--- config.mk ---
export PLATFORM = sky130hd
export DESIGN_NAME = regfile_write_scheduler
export DESIGN_NICKNAME = d
export VERILOG_FILES = /design/src/rtl/regfile_write_scheduler.sv
export SDC_FILE = /design/constraint.sdc
export NUM_CORES = 1
export LEC_CHECK = 0
export ABC_AREA = 0
export ABC_CLOCK_PERIOD_IN_PS = 6350
export CORE_MARGIN = 2
export CORE_UTILIZATION = 43
export CTS_BUF_LIST = sky130_fd_sc_hd__clkbuf_8 sky130_fd_sc_hd__clkbuf_16
export DETAILED_ROUTE_END_ITERATION = 8
export PLACE_DENSITY = 0.73
export SLEW_MARGIN = 10
export SYNTH_ARGS = -nofsm -noshare
export SYNTH_HDL_FRONTEND = slang
export SYNTH_SLANG_ARGS = --single-unit
--- constraint.sdc ---
create_clock -name clk -period 6.35 [get_ports clk]
set_input_delay 1.27 -clock clk [delete_from_list [all_inputs] [get_ports clk]]
set_output_delay 1.27 -clock clk [all_outputs]
set_load 0.02 [all_outputs]
--- src/rtl/regfile_write_scheduler.sv ---
// Write-port scheduler and scoreboard for the CPU register file.
// Round-robin arbitration between the ALU (port A) and the load unit (port B)
// for the single register file write port. A busy bit per register tracks
// writes in flight so that decode can see read-after-write hazards and
// refuse write-after-write issues.
//
// prio     | meaning
// ---------+------------------------------------------------
// PRIO_A   | port A wins the next cycle where both ports request
// PRIO_B   | port B wins the next cycle where both ports request
module regfile_write_scheduler #(
  parameter int RF_ADDR_LEN = 5,
  parameter int RF_DATA_LEN = 32
) (
  input  logic                   clk,
  input  logic                   rst,
  input  logic                   issue_valid,
  input  logic [RF_ADDR_LEN-1:0] issue_rd,
  output logic                   issue_ready,
  input  logic [RF_ADDR_LEN-1:0] chk_rs1_addr,
  input  logic [RF_ADDR_LEN-1:0] chk_rs2_addr,
  output logic                   hazard,
  input  logic                   a_valid,
  input  logic [RF_ADDR_LEN-1:0] a_rd,
  input  logic [RF_DATA_LEN-1:0] a_data,
  output logic                   a_ready,
  input  logic                   b_valid,
  input  logic [RF_ADDR_LEN-1:0] b_rd,
  input  logic [RF_DATA_LEN-1:0] b_data,
  output logic                   b_ready,
  output logic                   rf_w_en,
  output logic [RF_ADDR_LEN-1:0] rf_rd_addr,
  output logic [RF_DATA_LEN-1:0] rf_rd_write_data,
  output logic [RF_ADDR_LEN:0]   busy_count
);

  localparam int NUM_REGS = 1 << RF_ADDR_LEN;

  typedef enum logic {
    PRIO_A = 1'b0,
    PRIO_B = 1'b1
  } prio_t;

  prio_t                 prio;
  logic [NUM_REGS-1:0]   busy;
  logic [NUM_REGS-1:0]   busy_nxt;
  logic [RF_ADDR_LEN:0]  busy_count_nxt;
  logic                  grant_a;
  logic                  grant_b;
  logic                  set_eff;
  logic                  clr_eff;

  // Decode-facing scoreboard lookups and the round-robin grant.
  always_comb begin
    issue_ready = (issue_rd == '0) || !busy[issue_rd];
    hazard      = busy[chk_rs1_addr] | busy[chk_rs2_addr];
    grant_a     = a_valid && (!b_valid || (prio == PRIO_A));
    grant_b     = b_valid && (!a_valid || (prio == PRIO_B));
    a_ready     = grant_a;
    b_ready     = grant_b;
  end

  // Next scoreboard: the in-flight write clears first, then a new issue sets,
  // so an issue that coincides with a write to the same (non-busy) register
  // still leaves the register marked busy for the younger instruction.
  always_comb begin
    set_eff  = issue_valid && issue_ready && (issue_rd != '0);
    clr_eff  = rf_w_en && busy[rf_rd_addr];
    busy_nxt = busy;
    if (clr_eff) busy_nxt[rf_rd_addr] = 1'b0;
    if (set_eff) busy_nxt[issue_rd] = 1'b1;
    busy_nxt[0] = 1'b0;
    busy_count_nxt = busy_count;
    unique case ({set_eff, clr_eff})
      2'b10:   busy_count_nxt = busy_count + {{RF_ADDR_LEN{1'b0}}, 1'b1};
      2'b01:   busy_count_nxt = busy_count - {{RF_ADDR_LEN{1'b0}}, 1'b1};
      default: busy_count_nxt = busy_count;
    endcase
  end

  // Scoreboard state, priority pointer and the registered write port.
  always_ff @(posedge clk) begin
    if (rst) begin
      busy             <= '0;
      busy_count       <= '0;
      prio             <= PRIO_A;
      rf_w_en          <= 1'b0;
      rf_rd_addr       <= '0;
      rf_rd_write_data <= '0;
    end else begin
      busy       <= busy_nxt;
      busy_count <= busy_count_nxt;
      if (grant_a) begin
        prio             <= PRIO_B;
        rf_w_en          <= (a_rd != '0);
        rf_rd_addr       <= a_rd;
        rf_rd_write_data <= a_data;
      end else if (grant_b) begin
        prio             <= PRIO_A;
        rf_w_en          <= (b_rd != '0);
        rf_rd_addr       <= b_rd;
        rf_rd_write_data <= b_data;
      end else begin
        rf_w_en <= 1'b0;
      end
    end
  end

endmodule

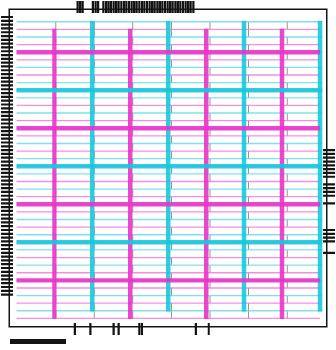
*PDN straps and rails, run 1*
The bar under the picture is 20 µm long. Pins as bars on the die edge. Tap cells in gray.
[VSS] magenta
[VDD] cyan
signal pins: 142
rows: 39
CORE AREA: 11500 µm²
die outline height: 113 µm
floorplan die width: 113 µm
maximum ir drop on the vdd rail: 0.133 mV

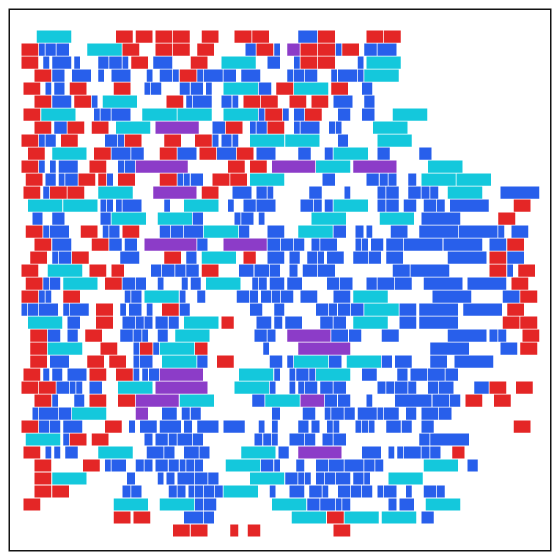
*Cells colored by class, run 1*
[flip-flops] cyan | cells: 76 | share of their area: 23%
[other buffers and delay cells] red | cells: 148 | share of their area: 22%
[clock drivers and dummy loads] purple | cells: 16 | share of their area: 5.6%
[all other logic] blue | cells: 465 | share of their area: 50%
Util after Layout: 59.9%
number of rows in the core area: 39
summed area of non-filler cells in the final layout: 6890 µm²
flip-flop and latch share of the layout cell area: 22.1%

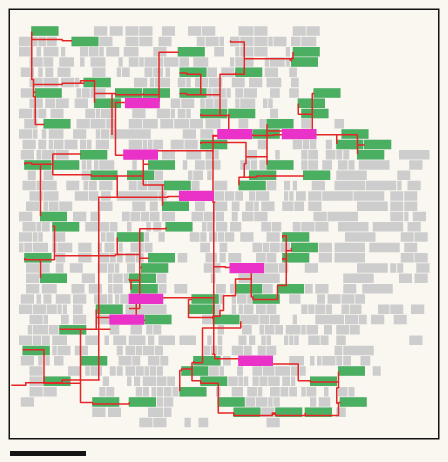
*Clock wires, drivers and flops, run 1*
The bar under the picture is 20 µm long.
[cells driving clock nets] magenta | count: 9
[flip-flops] green | count: 76
[clock wires] red | length: 1030 µm
routed clock nets: 10
flops lie: all over the die

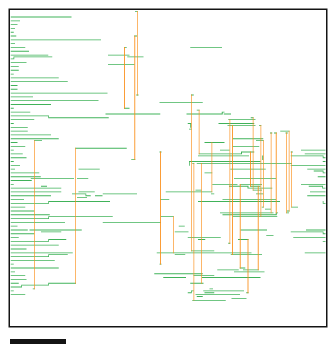
*Wiring by layer, run 1*
The bar under the picture is 20 µm long. Two of the layers only.
[met3] green | wire length: 1680 µm
[met4] orange | wire length: 829 µm
GRT Total Usage: 26.4%
routed length per placed instance: 20.0 µm
final wirelength: 17.0 mm

## run 1: state kept, by name (all words and copies together) (netlist names)
name	flops
busy	31
busy_count	6
prio	1
rf_rd_addr	5
rf_rd_write_data	32
rf_w_en	1
## run 1: worst max-delay path, cell delays in order
cell and delay, ns:
sky130_fd_sc_hd__clkdlybuf4s50_1 0.84, sky130_fd_sc_hd__mux4_2 0.57, sky130_fd_sc_hd__and3_1 0.21, sky130_fd_sc_hd__a31oi_4 0.22, sky130_fd_sc_hd__a21boi_1 0.23, sky130_fd_sc_hd__and3_1 0.19
sky130_fd_sc_hd__clkdlybuf4s50_1 0.60
## run 1: metrics by stage
stage                     hold WS [ns]  utilization (%)  worst slack (ns)
final                            0.532             59.9             0.951
after CTS                        0.534             59.9             0.945
after global routing             0.582             59.9             0.788
after detailed placement         0.523             56.6             0.938
after floorplan                  0.466                -              2.04
after global placement           0.520             56.6              1.01
## run 1: final timing paths
path	slack, ns	cells after the start	end	start
worst min-delay path	0.53	2	busy_count[4]	busy_count[4]
worst min register to register	0.53	2	busy_count[4]	busy_count[4]
worst max-delay path	0.95	7	issue_ready	issue_rd[0]
worst max register to register	2.57	14	busy_count[4]	rf_rd_addr[1]
## run 1: area by class of cell
cell class                      count  area, µm²  area share, %
Multi-Input combinational cell    459       3340           48.5
Inverter                            6       22.5          0.327
Tap cell                          143        179           2.60
Timing Repair Buffer              148       1450           21.1
Sequential cell                    76       1520           22.1
Clock inverter                      6        135           1.96
Clock buffer                       10        239           3.47
## run 1: per-layer routing
metal  up-vias  track usage, %  wire (µm)
li1       2440               -          -
met1      2446            32.2       6630
met2       282            42.1       7860
met3        58            7.98       1680
met4         0            13.8        828
met5         -               0          0
## run 1: report_power, final
| part | internal, mW | switching (mW) | leakage (nW) |
|---|---|---|---|
| clock | 0.434 | 0.204 | 0.175 |
| combinational | 0.170 | 0.165 | 1.67 |
| sequential | 0.504 | 0.0295 | 0.624 |
## run 1: cells by family after synthesis
kind of cell	share of synthesized area, %
compound gates	14.3
xor+xnor	0.514
fa+ha+maj	0.735
buf+inv	4.82
flops	29.8
mux	22.6
simple gates	27.3
==> flow_results.xml, run 1 <==
<?xml version="1.0" encoding="UTF-8"?>
<metrics>
  <group name="synthesis">
    <metric name="yosys_register_bits" unit="">76</metric>
    <metric name="yosys_warnings" unit="">0</metric>
    <metric name="synthDominantCellAreaShare" unit="%">29.8</metric>
    <metric name="synthMostInstantiatedCell" unit="">sky130_fd_sc_hd__nor2_1</metric>
    <metric name="avgSynthCellArea" unit="µm²">8.63</metric>
    <metric name="ys_chip_area" unit="µm²">5110</metric>
    <metric name="post_synth_inst_count" unit="">592</metric>
    <metric name="asyncSetResetFlopFracSynth" unit="%">0</metric>
    <metric name="ys_seq_share" unit="%">29.8</metric>
    <metric name="netlist.top_cell.by_area" unit="">sky130_fd_sc_hd__dfxtp_1</metric>
    <metric name="synth_cell_type_count" unit="">49</metric>
    <metric name="flip_flops_with_a_built_in_enable" unit="">0</metric>
    <metric name="ys_cells" unit="">592</metric>
    <metric name="synthFlopType" unit="">sky130_fd_sc_hd__dfxtp_1</metric>
    <metric name="netlist_top_cells_area" unit="">sky130_fd_sc_hd__dfxtp_1, sky130_fd_sc_hd__mux4_2, sky130_fd_sc_hd__mux2_2</metric>
    <metric name="syn_nets" unit="">689</metric>
    <metric name="ys_top_cells_by_count" unit="">sky130_fd_sc_hd__nor2_1, sky130_fd_sc_hd__dfxtp_1, sky130_fd_sc_hd__nor4_1</metric>
    <metric name="synth_area" unit="µm²">5110</metric>
  </group>
  <group name="layout">
    <metric name="syn2layout_area_growth" unit="%">34.9</metric>
    <metric name="design.final.nets" unit="">797</metric>
    <metric name="final_common_cell" unit="">sky130_fd_sc_hd__clkdlybuf4s50_1</metric>
    <metric name="nFillCells" unit="">995</metric>
    <metric name="insertedDiodeCount" unit="">0</metric>
    <metric name="layout-drive-gt1-share" unit="%">12.3</metric>
    <metric name="final_cells" unit="">848</metric>
    <metric name="final_layout_top_logic_cells" unit="">sky130_fd_sc_hd__clkdlybuf4s50_1, sky130_fd_sc_hd__nor2_1, sky130_fd_sc_hd__dfxtp_1</metric>
  </group>
  <group name="clock_network">
    <metric name="clk_pin_slew_worst_paths" unit="ns">0.06</metric>
    <metric name="cts_buffers" unit="">9</metric>
    <metric name="cts_root_buffer_type" unit="">sky130_fd_sc_hd__clkbuf_16</metric>
    <metric name="h_tree_levels" unit="">3</metric>
    <metric name="cts-root-to-sink-buffers" unit="">2</metric>
    <metric name="hold_buffers" unit="">0</metric>
    <metric name="cts.sinks" unit="">76</metric>
    <metric name="insertion_delay" unit="ns">0.33</metric>
    <metric name="ctsResizeCount" unit="">0</metric>
    <metric name="cts_setup_buffers" unit="">0</metric>
    <metric name="cts_tree" unit="">built</metric>
  </group>
  <group name="worst_hold_path">
    <metric name="hold_path_class" unit="">register to register</metric>
  </group>
  <group name="floorplanning">
    <metric name="fp_util" unit="%">44.4</metric>
    <metric name="floorplan.io_pins" unit="">142</metric>
    <metric name="dieArea" unit="µm²">12800</metric>
  </group>
  <group name="setup_path">
    <metric name="timing.critical_path.fanout_max" unit="">16</metric>
    <metric name="launching_element_type_of_the_critical_path" unit="">input port</metric>
    <metric name="cp.arrival" unit="ns">4.13</metric>
    <metric name="cp_data_required_time" unit="ns">5.08</metric>
    <metric name="critical_path_class" unit="">input port to output pin</metric>
    <metric name="worstSetupEndpointType" unit="">output pin</metric>
  </group>
  <group name="run_status">
    <metric name="status" unit="">finished with violations</metric>
    <metric name="failed_checks" unit="">design-rule violations</metric>
  </group>
  <group name="grt">
    <metric name="global_route_wire_length_before_repair" unit="mm">27.0</metric>
    <metric name="largest_net_degree_at_the_start_of_global_routing" unit="">59</metric>
    <metric name="first_global_vias" unit="">5120</metric>
    <metric name="remaining_overflow_grt" unit="">0</metric>
    <metric name="grt_antenna_before_repair" unit="">0</metric>
  </group>
  <group name="run">
    <metric name="timing.max_cap.violations" unit="">0</metric>
    <metric name="openroad.warnings" unit="">27</metric>
  </group>
  <group name="sta">
    <metric name="period_needed" unit="ns">5.40</metric>
    <metric name="timing.fmax" unit="MHz">185</metric>
    <metric name="tns" unit="ns">0</metric>
    <metric name="min_period_over_period" unit="%">85.0</metric>
    <metric name="slew_violations" unit="">0</metric>
    <metric name="setup_repair_after_global_routing_missed_its_margin" unit="">no</metric>
    <metric name="setup-violations-final" unit="">0</metric>
    <metric name="clock-skew-final" unit="ns">0.0102</metric>
    <metric name="relative_slew_slack" unit="%">38.8</metric>
    <metric name="finalHoldViolations" unit="">0</metric>
    <metric name="tightest_pin_transition" unit="ns">0.917</metric>
  </group>
  <group name="detailed_routing">
    <metric name="vias" unit="">5226</metric>
    <metric name="average_vias_per_placed_instance" unit="">6.16</metric>
    <metric name="drt_first_iter_violations" unit="">320</metric>
    <metric name="drc" unit="">5</metric>
    <metric name="ant_nets" unit="">0</metric>
    <metric name="drt_first_pass_iters" unit="">7</metric>
  </group>
  <group name="pwr">
    <metric name="p_leak" unit="nW">2.47</metric>
    <metric name="p_total" unit="mW">1.51</metric>
    <metric name="power_per_cell_area" unit="nW/µm²">219</metric>
  </group>
  <group name="place">
    <metric name="hpwl" unit="mm">12.3</metric>
    <metric name="place.gp.congestion" unit="">1.01</metric>
    <metric name="place.detailed.instances" unit="">832</metric>
    <metric name="detailed_place.area" unit="µm²">6520</metric>
    <metric name="buffers_added_on_ports" unit="">141</metric>
  </group>
</metrics>
## Run 2: what changed since run 1
HOLD_SLACK_MARGIN = 0.12   (was not set)
SLEW_MARGIN = 20   (was 10)
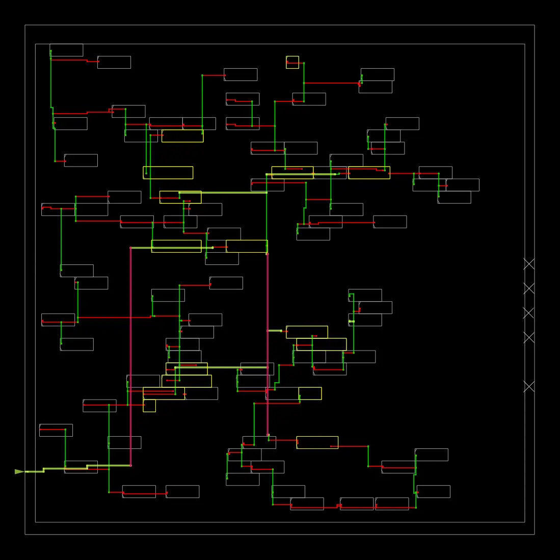
*Clock routing, run 2*
Late-Pin Clk Latency: 0.33 ns
largest clock skew in the final design: 0.0102 ns
clock-net power: 0.638 mW

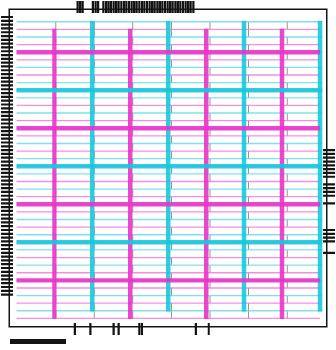
*PDN straps and rails, run 2*
The bar under the picture is 20 µm long. Pins as bars on the die edge. Tap cells in gray.
[VDD] cyan
[VSS] magenta
met1 rails: 40
rows: 39
met5 straps: 7

==> run 2 against run 1 <==
Effect of this change: the flow still finishes with violations (design-rule violations); wire length unchanged; clock-buffer cell count did not move; utilization unchanged; largest cell class unchanged.
==> flow_results.xml, run 2 <==
<?xml version="1.0" encoding="UTF-8"?>
<metrics>
  <group name="pwr">
    <metric name="power_frac_clock" unit="%">42.3</metric>
    <metric name="combPwrFrac" unit="%">22.3</metric>
    <metric name="sequentialPowerShare" unit="%">35.4</metric>
    <metric name="p_total" unit="mW">1.51</metric>
    <metric name="sw_frac_of_total" unit="%">26.4</metric>
    <metric name="netSwitchingPower" unit="mW">0.399</metric>
    <metric name="p_leak" unit="nW">2.47</metric>
    <metric name="irDropWorstVdd" unit="mV">0.133</metric>
  </group>
  <group name="detailed_routing">
    <metric name="wl_met2" unit="mm">7.86</metric>
    <metric name="drc" unit="">5</metric>
    <metric name="drt_first_pass_iters" unit="">7</metric>
    <metric name="drt-wirelength-per-cell" unit="µm">20.0</metric>
    <metric name="highest-signal-layer" unit="">met4</metric>
    <metric name="met3RoutedLength" unit="mm">1.68</metric>
    <metric name="routed_wl" unit="mm">17.0</metric>
    <metric name="vias" unit="">5226</metric>
    <metric name="detail_route.wirelength.met1" unit="mm">6.63</metric>
    <metric name="ant_nets" unit="">0</metric>
    <metric name="average_vias_per_placed_instance" unit="">6.16</metric>
    <metric name="drt_first_iter_violations" unit="">320</metric>
  </group>
  <group name="synthesis">
    <metric name="yosys_warnings" unit="">0</metric>
    <metric name="netlist_top_cells_area" unit="">sky130_fd_sc_hd__dfxtp_1, sky130_fd_sc_hd__mux4_2, sky130_fd_sc_hd__mux2_2</metric>
    <metric name="ys_cells" unit="">592</metric>
    <metric name="ys_seq_share" unit="%">29.8</metric>
    <metric name="flip_flops_with_a_built_in_enable" unit="">0</metric>
    <metric name="ys_top_cells_by_count" unit="">sky130_fd_sc_hd__nor2_1, sky130_fd_sc_hd__dfxtp_1, sky130_fd_sc_hd__nor4_1</metric>
    <metric name="ys_chip_area" unit="µm²">5110</metric>
    <metric name="avgSynthCellArea" unit="µm²">8.63</metric>
    <metric name="asyncSetResetFlopFracSynth" unit="%">0</metric>
    <metric name="synth_area" unit="µm²">5110</metric>
    <metric name="post_synth_inst_count" unit="">592</metric>
    <metric name="netlist.top_cell.by_area" unit="">sky130_fd_sc_hd__dfxtp_1</metric>
    <metric name="synth_cell_type_count" unit="">49</metric>
    <metric name="yosys_register_bits" unit="">76</metric>
    <metric name="synthMostInstantiatedCell" unit="">sky130_fd_sc_hd__nor2_1</metric>
    <metric name="synthFlopType" unit="">sky130_fd_sc_hd__dfxtp_1</metric>
  </group>
  <group name="grt">
    <metric name="grt_antenna_before_repair" unit="">0</metric>
    <metric name="remaining_overflow_grt" unit="">0</metric>
    <metric name="grtUsageTotal" unit="%">26.4</metric>
    <metric name="first_global_vias" unit="">5120</metric>
    <metric name="global_route_wire_length_before_repair" unit="mm">27.0</metric>
  </group>
  <group name="clock_network">
    <metric name="cts_setup_buffers" unit="">0</metric>
    <metric name="cts-root-to-sink-buffers" unit="">2</metric>
    <metric name="ctsResizeCount" unit="">0</metric>
    <metric name="hold_buffers" unit="">0</metric>
    <metric name="cts_tree" unit="">built</metric>
    <metric name="cts.sinks" unit="">76</metric>
    <metric name="cts_buffers" unit="">9</metric>
    <metric name="cts_root_buffer_type" unit="">sky130_fd_sc_hd__clkbuf_16</metric>
    <metric name="clk_pin_slew_worst_paths" unit="ns">0.06</metric>
  </group>
  <group name="sta">
    <metric name="period_needed" unit="ns">5.40</metric>
    <metric name="tns" unit="ns">0</metric>
    <metric name="tightest_pin_transition" unit="ns">0.917</metric>
    <metric name="min_period_over_period" unit="%">85.0</metric>
    <metric name="relative_slew_slack" unit="%">38.8</metric>
    <metric name="worst_slack" unit="ns">0.951</metric>
    <metric name="setup-violations-final" unit="">0</metric>
    <metric name="timing.fmax" unit="MHz">185</metric>
    <metric name="setup_repair_after_global_routing_missed_its_margin" unit="">no</metric>
    <metric name="finalHoldViolations" unit="">0</metric>
  </group>
  <group name="floorplanning">
    <metric name="floorplan.io_pins" unit="">142</metric>
    <metric name="core_area" unit="µm²">11500</metric>
    <metric name="die_w" unit="µm">113</metric>
    <metric name="num_rows" unit="">39</metric>
    <metric name="dieArea" unit="µm²">12800</metric>
    <metric name="die_y" unit="µm">113</metric>
  </group>
  <group name="place">
    <metric name="place.gp.congestion" unit="">1.01</metric>
    <metric name="buffers_added_on_ports" unit="">141</metric>
    <metric name="place.detailed.instances" unit="">832</metric>
    <metric name="hpwl" unit="mm">12.3</metric>
  </group>
  <group name="layout">
    <metric name="final_common_cell" unit="">sky130_fd_sc_hd__clkdlybuf4s50_1</metric>
    <metric name="nFillCells" unit="">995</metric>
    <metric name="largest_register_ffs" unit="">32</metric>
    <metric name="largest_registers" unit="">rf_rd_write_data x32, busy x31, busy_count x6</metric>
    <metric name="design.final.nets" unit="">797</metric>
    <metric name="final_cells" unit="">848</metric>
    <metric name="final_layout_top_logic_cells" unit="">sky130_fd_sc_hd__clkdlybuf4s50_1, sky130_fd_sc_hd__nor2_1, sky130_fd_sc_hd__dfxtp_1</metric>
    <metric name="layout-drive-gt1-share" unit="%">12.3</metric>
    <metric name="insertedDiodeCount" unit="">0</metric>
    <metric name="syn2layout_area_growth" unit="%">34.9</metric>
    <metric name="top_register" unit="">rf_rd_write_data</metric>
  </group>
  <group name="run_status">
    <metric name="failed_checks" unit="">design-rule violations</metric>
    <metric name="status" unit="">finished with violations</metric>
  </group>
  <group name="setup_path">
    <metric name="cp.arrival" unit="ns">4.13</metric>
    <metric name="critical_path_class" unit="">input port to output pin</metric>
    <metric name="cp_data_required_time" unit="ns">5.08</metric>
    <metric name="worstSetupEndpointType" unit="">output pin</metric>
    <metric name="timing.critical_path.fanout_max" unit="">16</metric>
    <metric name="launching_element_type_of_the_critical_path" unit="">input port</metric>
  </group>
  <group name="worst_hold_path">
    <metric name="hold_path_class" unit="">register to register</metric>
  </group>
  <group name="run">
    <metric name="timing.max_cap.violations" unit="">0</metric>
  </group>
</metrics>
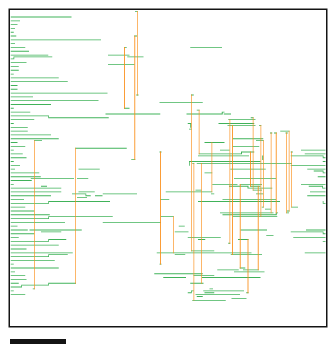
*Wiring by layer, run 2*
The bar under the picture is 20 µm long. Two of the layers only.
[met4] orange | wire length: 829 µm
[met3] green | wire length: 1680 µm

## run 2: routing by layer
metal  vias up  global-route usage [%]
li1       2440                       -
met5         -                       0
met2       282                    42.1
met4         0                    13.8
met1      2446                    32.2
met3        58                    7.98
## run 2: kinds of logic (layout without fill, tap and decap cells)
group	count (synthesis)	count (layout)	share of synthesized area, %
and+or+nand+nor	258	258	27.3
AOI/OAI and AO/OA	108	108	14.3
muxes	87	87	22.6
DFF	76	76	29.8
buffers and inverters	57	170	4.82
adders and majority gates	3	3	0.735
xor gates and xnor gates	3	3	0.514
## run 2: final timing paths
check                startpoint             to  slack [ns]  depth (start not counted)
setup / recovery    issue_rd[0]    issue_ready        0.95                          7
hold / removal    busy_count[4]  busy_count[4]        0.53                          2
setup reg to reg  rf_rd_addr[1]  busy_count[4]        2.57                         14
hold reg to reg   busy_count[4]  busy_count[4]        0.53                          2
## run 2: worst max-delay path: stages
cell                              delay (ns)
sky130_fd_sc_hd__clkdlybuf4s50_1        0.84
sky130_fd_sc_hd__mux4_2                 0.57
sky130_fd_sc_hd__and3_1                 0.21
sky130_fd_sc_hd__a31oi_4                0.22
sky130_fd_sc_hd__a21boi_1               0.23
sky130_fd_sc_hd__and3_1                 0.19
sky130_fd_sc_hd__clkdlybuf4s50_1        0.60
## run 2: power groups by stage
| stage | logic (mW) | registers, mW | clock network (mW) |
|---|---|---|---|
| global route | 0.361 | 0.537 | 0.667 |
| CTS | 0.335 | 0.533 | 0.646 |
| detailed placement | 0.333 | 0.542 | 0 |
| finish | 0.336 | 0.534 | 0.638 |
| floorplan | 0.163 | 0.562 | 0 |
| global placement | 0.328 | 0.541 | 0 |
## run 2: stage by stage
stage          hold WS (ns)  util, %  cell area, µm²
6_report              0.532     59.9            6890
5_1_grt               0.582     59.9            6890
4_1_cts               0.534     59.9            6890
3_5_place_dp          0.523     56.6            6520
3_3_place_gp          0.520     56.6            6520
2_1_floorplan         0.466        -            5110
## run 2: final cells by class
class                           count  area [µm²]  share of cell area [%]
Tap cell                          143         179                    2.60
Multi-Input combinational cell    459        3340                    48.5
Clock buffer                       10         239                    3.47
Clock inverter                      6         135                    1.96
Sequential cell                    76        1520                    22.1
Inverter                            6        22.5                   0.327
Timing Repair Buffer              148        1450                    21.1
Power figures rest on the tool's default switching activity, not on a simulated workload.
